### src/rtl/bin2bcd_seq.sv
`timescale 1ns/1ps
// bin2bcd_seq -- sequencer for a serial (shift-in) binary-to-BCD converter.
//
// Takes a binary word on a valid/ready handshake, pulses the converter clear
// for one cycle, shifts the word into the converter MSB first (one bit per
// clock), waits SETTLE clocks, captures the converter's BCD result and
// presents it on a valid/ready output until the consumer takes it.
//
// Parameters
//   NBIT    binary input width, also the number of shift cycles
//   NDIGIT  BCD digits in the result (result width 4*NDIGIT); must be able to
//           hold 2^NBIT-1, otherwise elaboration stops with an error
//   SETTLE  idle clocks after the last shifted bit before capture (>= 1)
//
// Ports
//   clk        clock, rising edge
//   rst        asynchronous reset, active low
//   abort      synchronous abort, active high; returns to IDLE on the next edge
//   in_valid   in_data valid
//   in_ready   sequencer can accept a word (registered)
//   in_data    unsigned binary value, NBIT bits
//   conv_clr   clear to the converter, active high (high while in reset)
//   conv_in    serial data to the converter, MSB first
//   conv_out   BCD result from the converter, 4*NDIGIT bits
//   out_valid  out_bcd valid
//   out_ready  consumer takes out_bcd
//   out_bcd    captured BCD result, digit 0 in [3:0]
//   busy       high in every state except IDLE
//
// Build option
//   BIN2BCD_SEQ_ZBLANK_EN  when defined, zero digits above the most
//   significant nonzero digit are replaced with 4'hF at capture. Digit 0 is
//   never blanked. When undefined, out_bcd is conv_out exactly as captured.

module bin2bcd_seq #(
  parameter int NBIT   = 24,
  parameter int NDIGIT = 8,
  parameter int SETTLE = 1
) (
  input  logic                  clk,
  input  logic                  rst,
  input  logic                  abort,
  input  logic                  in_valid,
  output logic                  in_ready,
  input  logic [NBIT-1:0]       in_data,
  output logic                  conv_clr,
  output logic                  conv_in,
  input  logic [4*NDIGIT-1:0]   conv_out,
  output logic                  out_valid,
  input  logic                  out_ready,
  output logic [4*NDIGIT-1:0]   out_bcd,
  output logic                  busy
);

  // One counter serves both the shift phase and the settle phase.
  localparam int CNT_MAX = (NBIT > SETTLE) ? NBIT : SETTLE;
  localparam int CW      = ($clog2(CNT_MAX) > 0) ? $clog2(CNT_MAX) : 1;
  localparam logic [CW-1:0] BIT_LAST    = CW'(NBIT - 1);
  localparam logic [CW-1:0] SETTLE_LAST = CW'(SETTLE - 1);

  // True when NDIGIT decimal digits can represent the largest NBIT value.
  function automatic bit digits_cover_range();
    logic [127:0] lim;
    lim = 128'd1;
    for (int k = 0; k < NDIGIT; k++) lim = lim * 128'd10;
    return lim > ((128'd1 << NBIT) - 128'd1);
  endfunction

  localparam bit CFG_OK = digits_cover_range();

  generate
    if (!CFG_OK) begin : g_cfg_err
      $error("bin2bcd_seq: NDIGIT too small for NBIT");
    end
  endgenerate

  typedef enum logic [2:0] {
    S_IDLE,
    S_CLR,
    S_SHIFT,
    S_SETTLE,
    S_DONE
  } state_t;

  state_t                state_reg, state_next;
  logic [NBIT-1:0]       shreg_reg, shreg_next;
  logic [CW-1:0]         cnt_reg, cnt_next;
  logic                  in_ready_reg, in_ready_next;
  logic                  conv_clr_reg, conv_clr_next;
  logic                  out_valid_reg, out_valid_next;
  logic [4*NDIGIT-1:0]   out_bcd_reg, out_bcd_next;
  logic [4*NDIGIT-1:0]   capture_val;
  logic                  accept;

  // An abort in the same cycle wins over an offered word.
  assign accept = in_valid && in_ready_reg && !abort;

`ifdef BIN2BCD_SEQ_ZBLANK_EN
  // lead_zero[d] is set when digit d and every digit above it are zero.
  // lead_zero[NDIGIT] is a virtual "nothing above the top digit" seed.
  logic [NDIGIT:1] lead_zero;
  assign lead_zero[NDIGIT]  = 1'b1;
  assign capture_val[3:0]   = conv_out[3:0];

  genvar gi;
  generate
    for (gi = 1; gi < NDIGIT; gi++) begin : g_blank
      assign lead_zero[gi] = (conv_out[4*gi +: 4] == 4'd0) && lead_zero[gi+1];
      assign capture_val[4*gi +: 4] = lead_zero[gi] ? 4'hF : conv_out[4*gi +: 4];
    end
  endgenerate
`else
  assign capture_val = conv_out;
`endif

  always_comb begin
    state_next     = state_reg;
    shreg_next     = shreg_reg;
    cnt_next       = cnt_reg;
    out_valid_next = out_valid_reg;
    out_bcd_next   = out_bcd_reg;

    case (state_reg)
      S_IDLE: begin
        if (accept) begin
          shreg_next = in_data;
          cnt_next   = '0;
          state_next = S_CLR;
        end
      end
      S_CLR: begin
        cnt_next   = '0;
        state_next = S_SHIFT;
      end
      S_SHIFT: begin
        shreg_next = shreg_reg << 1;
        if (cnt_reg == BIT_LAST) begin
          cnt_next   = '0;
          state_next = S_SETTLE;
        end else begin
          cnt_next = cnt_reg + CW'(1);
        end
      end
      S_SETTLE: begin
        if (cnt_reg == SETTLE_LAST) begin
          // conv_out already reflects all NBIT shifted bits here.
          out_bcd_next   = capture_val;
          out_valid_next = 1'b1;
          cnt_next       = '0;
          state_next     = S_DONE;
        end else begin
          cnt_next = cnt_reg + CW'(1);
        end
      end
      S_DONE: begin
        if (out_ready) begin
          out_valid_next = 1'b0;
          state_next     = S_IDLE;
        end
      end
      default: state_next = S_IDLE;
    endcase

    // Abort drops any work in flight; the last captured result stays on out_bcd.
    if (abort) begin
      state_next     = S_IDLE;
      out_valid_next = 1'b0;
      cnt_next       = '0;
    end

    in_ready_next = (state_next == S_IDLE);
    conv_clr_next = abort || (state_next == S_CLR);
  end

  always_ff @(posedge clk or negedge rst) begin
    if (!rst) begin
      state_reg     <= S_IDLE;
      shreg_reg     <= '0;
      cnt_reg       <= '0;
      in_ready_reg  <= 1'b0;
      conv_clr_reg  <= 1'b1;
      out_valid_reg <= 1'b0;
      out_bcd_reg   <= '0;
    end else begin
      state_reg     <= state_next;
      shreg_reg     <= shreg_next;
      cnt_reg       <= cnt_next;
      in_ready_reg  <= in_ready_next;
      conv_clr_reg  <= conv_clr_next;
      out_valid_reg <= out_valid_next;
      out_bcd_reg   <= out_bcd_next;
    end
  end

  assign in_ready  = in_ready_reg;
  assign conv_clr  = conv_clr_reg;
  assign conv_in   = (state_reg == S_SHIFT) && shreg_reg[NBIT-1];
  assign out_valid = out_valid_reg;
  assign out_bcd   = out_bcd_reg;
  assign busy      = (state_reg != S_IDLE);

endmodule

### config.mk
export PLATFORM = sky130hd
export DESIGN_NAME = bin2bcd_seq
export DESIGN_NICKNAME = d
export VERILOG_FILES = /design/src/rtl/bin2bcd_seq.sv
export SDC_FILE = /design/constraint.sdc
export NUM_CORES = 1
export LEC_CHECK = 0
export CAP_MARGIN = 10
export CORE_ASPECT_RATIO = 0.7
export CORE_MARGIN = 8
export CORE_UTILIZATION = 35
export DETAILED_ROUTE_END_ITERATION = 16
export PLACE_DENSITY_LB_ADDON = 0.15
export SLEW_MARGIN = 10
export SYNTH_ARGS = -nofsm -noshare
export SYNTH_HDL_FRONTEND = slang
export SYNTH_SLANG_ARGS = --single-unit
### constraint.sdc
create_clock -name clk -period 2.9 [get_ports clk]
set_clock_uncertainty 0.2 [all_clocks]
set_input_delay 0.29 -clock clk [delete_from_list [all_inputs] [get_ports clk]]
set_output_delay 0.29 -clock clk [all_outputs]
set_load 0.02 [all_outputs]
run_1/met1.png
The bar under the picture is 20 um long.
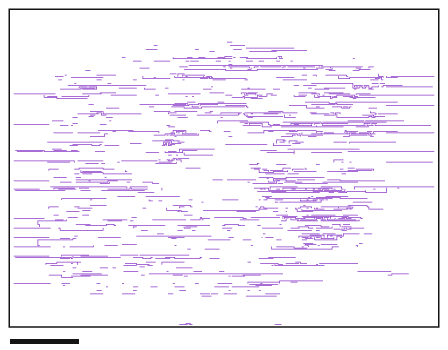
share of all routed wire = 48%
longest straight run = 38.6 um
nets with wire on the layer = 351

run_1/met2.png
The bar under the picture is 20 um long. Cells faint in the background.
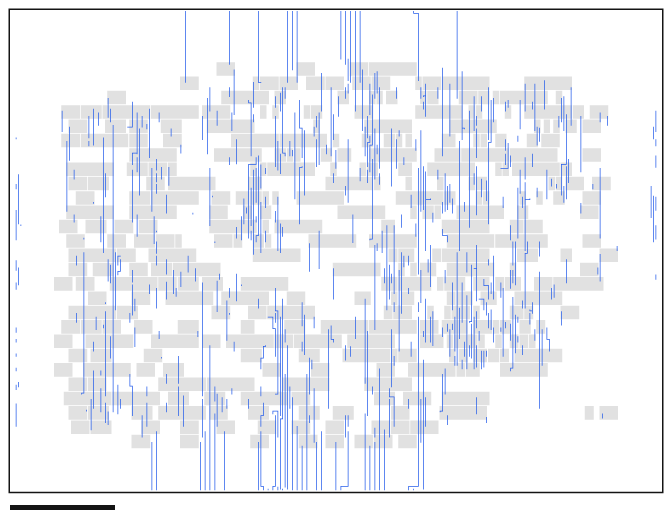
longest straight run = 54.4 um
nets with wire on the layer = 335
main direction = vertical
wire length on this layer = 2800 um

run_1/met3.png
The bar under the picture is 20 um long. Cells faint in the background.
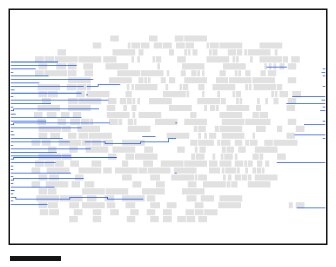
share of all routed wire = 12%
longest straight run = 40.3 um
nets with wire on the layer = 59

run_1/density.png
12 x 9 tiles, from white (low) to dark blue (high), 0 to 100% covered.
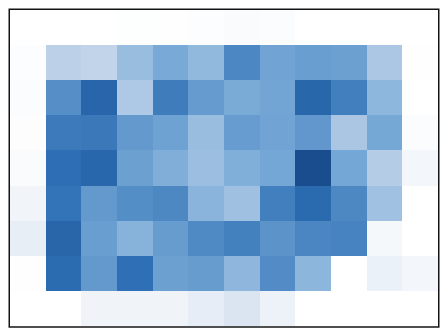
emptiest ninth of the die = south-east
fullest tile = 89%
nearly empty tiles = 25%
mean over tiles = 36%
tiles over 75% full = 6.5%

==> out/summary.txt, run 1 <==
Hold_ws - 295.4 ps
DR pass1 iterations - 4
RR Startpoint - cnt_reg[0]
PnR Total Power - 2.984 mW
VDD IR-drop max - 0.3270 mV
Synthesis-to-layout area growth - 46.63%
CTS Buffer Depth - 2
Initial antenna violation count - 0
Levels on crit path - 3
Top class by area - flip-flops and latches
Yosys xor share - 0
Clk root buf - clkbuf_16
Cells after synthesis - 237
Most frequent logic cell in the layout - clkdlybuf4s50_1
Status - completed
Clock buffers - 10
GRT met1 Usage - 0.1761
Post-Synthesis Cell Area - 0.002844 mm^2
Grt ovf - 0
Detail Placement HPWL - 5042 um
Cell Area, Placed - 0.003880 mm^2
Number of synthesis warnings - 0
Hold Path Depth - 2
Multi-input gates - 150
EDFF count, synth - 0
Post-CTS sizing - 0
Routed met3 length - 835 um
Area leader, netlist - dfrtp_1
Pin count of the biggest net entering global routing - 46
Final Max Tran Viols - 0
Most common reg cell - dfrtp_1
Via count - 2109
Critical path buffers and inverters - 1
First DRT Iteration DRCs - 138
Dpl ws - 493.0 ps
Top non-seq family - multiplexers
Syn_nets - 300
Yosys top cell by instances - dfrtp_1
Worst path top cell family by delay - simple AND/OR/NAND/NOR gates
Multiplexer share - 0.1307
Biggest area cells - dfrtp_1 (58%), mux2_2 (11%), nor2_1 (6.3%)
Clock buf/inv share - 0.06721
N_taps - 101
Ports - 98
Die Height - 91.42 um
Combinational power - 0.741 mW
Max Clock Freq - 0.3872 GHz
Sw Ratio - 0.2827
Placer Congestion - 0.7224
Gr usage total - 0.1343
Layout inverter count without the clock tree - 7
Yosys cell count - 237
run_1/final_congestion.png
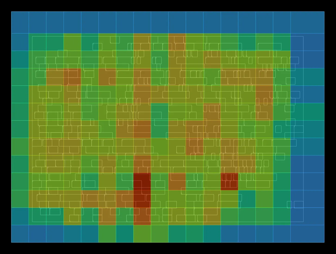

==> inputs of run 2 (changes only) <==
Settings changed: CORE_UTILIZATION 35 to 45.
run_2/final_congestion.png
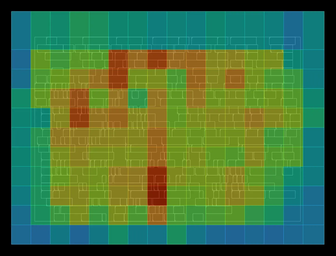
post-layout util: 0.6573
GRT Max-Usage Layer: met2
GRT met1 Usage: 0.2003
gr usage total: 0.1517
met2 Resource Use GR: 0.2289

==> out/summary.txt, run 2 <==
Status - completed (unchanged)
Final Max Tran Viols - 0 (unchanged)
Most frequent logic cell in the layout - clkdlybuf4s50_1 (unchanged)
Hold_ws - 296.1 ps (was 295.4 ps)
Worst path top cell family by delay - buffers and inverters (was simple AND/OR/NAND/NOR gates)
Top non-seq family - multiplexers (unchanged)
Die Height - 82.52 um (was 91.42 um)
Via count - 2132 (was 2109)
Grt ovf - 0 (unchanged)
Placer Congestion - 0.7645 (was 0.7224)
RR Startpoint - cnt_reg[0] (unchanged)
Multiplexer share - 0.1307 (unchanged)
Clock buffers - 14 (was 10)
First DRT Iteration DRCs - 79 (was 138)
Sw Ratio - 0.2804 (was 0.2827)
Syn_nets - 300 (unchanged)
Synthesis-to-layout area growth - 42.28% (was 46.63%)
Most common reg cell - dfrtp_1 (unchanged)
Number of synthesis warnings - 0 (unchanged)
Core ar. - 0.006156 mm^2 (was 0.007871 mm^2)
Detail Placement HPWL - 4864 um (was 5042 um)
N_taps - 78 (was 101)
VDD IR-drop max - 0.3120 mV (was 0.3270 mV)
Clock share of power - 0.272 (was 0.333)
Post-Synthesis Cell Area - 0.002844 mm^2 (unchanged)
Post-CTS sizing - 0 (unchanged)
Cell Area, Placed - 0.003849 mm^2 (was 0.003880 mm^2)
Pin count of the biggest net entering global routing - 68 (was 46)
I/O Buffers - 97 (unchanged)
Routed met3 length - 340 um (was 835 um)
Max Clock Freq - 0.3957 GHz (was 0.3872 GHz)
PnR Total Power - 2.725 mW (was 2.984 mW)
Clock buf/inv share - 0.04638 (was 0.06721)
Top class by area - flip-flops and latches (unchanged)
Distinct lib cells - 36 (unchanged)
Yosys top cell by instances - dfrtp_1 (unchanged)
Multi-input gates - 150 (unchanged)
Clk root buf - clkbuf_8 (was clkbuf_16)
Levels on crit path - 3 (unchanged)
Yosys cell count - 237 (unchanged)
Area leader, netlist - dfrtp_1 (unchanged)
EDFF count, synth - 0 (unchanged)
Sequential element share of the synthesized area - 0.5900 (unchanged)
CTS Buffer Depth - 2 (unchanged)
Cells after synthesis - 237 (unchanged)
Layout inverter count without the clock tree - 7 (unchanged)
Setup crit start - state_reg[1] (was state_reg[2])
DR pass1 iterations - 4 (unchanged)
Biggest area cells - dfrtp_1 (58%), mux2_2 (11%), nor2_1 (6.3%) (unchanged)
GRT met3 Usage - 0.05483 (was 0.08905)
Initial antenna violation count - 0 (unchanged)
run_2/density.png
11 x 8 tiles, from white (low) to dark blue (high), 0 to 100% covered.
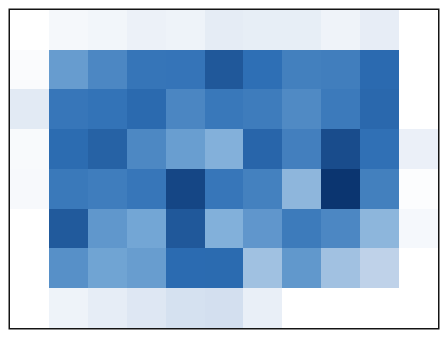

==> inputs of run 3 (changes only) <==
Settings changed: CORE_UTILIZATION 45 to 62, DONT_BUFFER_PORTS set to 1.
run_3/density.png
10 x 7 tiles, from white (low) to dark blue (high), 0 to 100% covered.
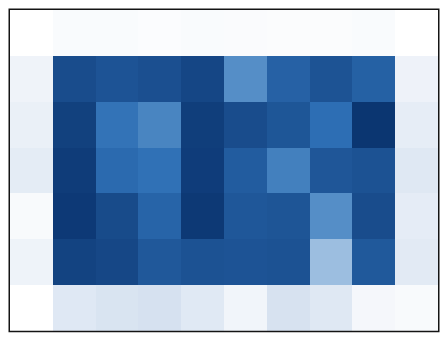
mean over tiles = 51%
densest ninth of the die = center
tiles over 75% full = 47%

==> out/summary.txt, run 3 <==
Pin count of the biggest net entering global routing - 68 (unchanged)
Clock buf/inv share - 0.05493 (was 0.04638)
PnR Total Power - 2.553 mW (was 2.725 mW)
Placer Congestion - 0.7681 (was 0.7645)
Sw Ratio - 0.2944 (was 0.2804)
Post-Synthesis Cell Area - 0.002844 mm^2 (unchanged)
GRT met1 Usage - 0.2212 (was 0.2003)
Yosys cell count - 237 (unchanged)
CTS Buffer Depth - 2 (unchanged)
Top class by area - flip-flops and latches (unchanged)
Routed met3 length - 545 um (was 340 um)
Hold Path Depth - 2
RR Startpoint - cnt_reg[0] (unchanged)
Met2 Resource Use GR - 0.3353 (was 0.2289)
Detail Placement HPWL - 4236 um (was 4864 um)
Number of synthesis warnings - 0 (unchanged)
Final Max Tran Viols - 0 (unchanged)
Status - completed (unchanged)
Layout inverter count without the clock tree - 7 (unchanged)
Die Height - 72.67 um (was 82.52 um)
Hold_ws - 37.52 ps (was 296.1 ps)
Yosys top cell by instances - dfrtp_1 (unchanged)
Cell Area, Placed - 0.002826 mm^2 (was 0.003849 mm^2)
GRT met3 Usage - 0.08798 (was 0.05483)
Via count - 2070 (was 2132)
EDFF count, synth - 0 (unchanged)
Area leader, netlist - dfrtp_1 (unchanged)
Post-CTS sizing - 0 (unchanged)
Worst path top cell family by delay - simple AND/OR/NAND/NOR gates (was buffers and inverters)
Max Clock Freq - 0.4011 GHz (was 0.3957 GHz)
Combinational power - 0.365 mW (was 0.739 mW)
Grt ovf - 0 (unchanged)
Biggest area cells - dfrtp_1 (58%), mux2_2 (11%), nor2_1 (6.3%) (unchanged)
Multiplexer share - 0.1307 (unchanged)
Cells after synthesis - 237 (unchanged)
Ports - 98 (unchanged)
Dpl ws - 510.8 ps (was 472.0 ps)
VDD IR-drop max - 0.5608 mV (was 0.3120 mV)
Syn_nets - 300 (unchanged)
I/O Buffers - 0 (was 97)
Post-layout util - 0.8323 (was 0.6573)
GRT Max-Usage Layer - met2 (unchanged)
Most frequent logic cell in the layout - dfrtp_1 (was clkdlybuf4s50_1)
Yosys xor share - 0 (unchanged)
Clock share of power - 0.302 (was 0.272)
Power figures rest on the tool's default switching activity, not on a simulated workload.
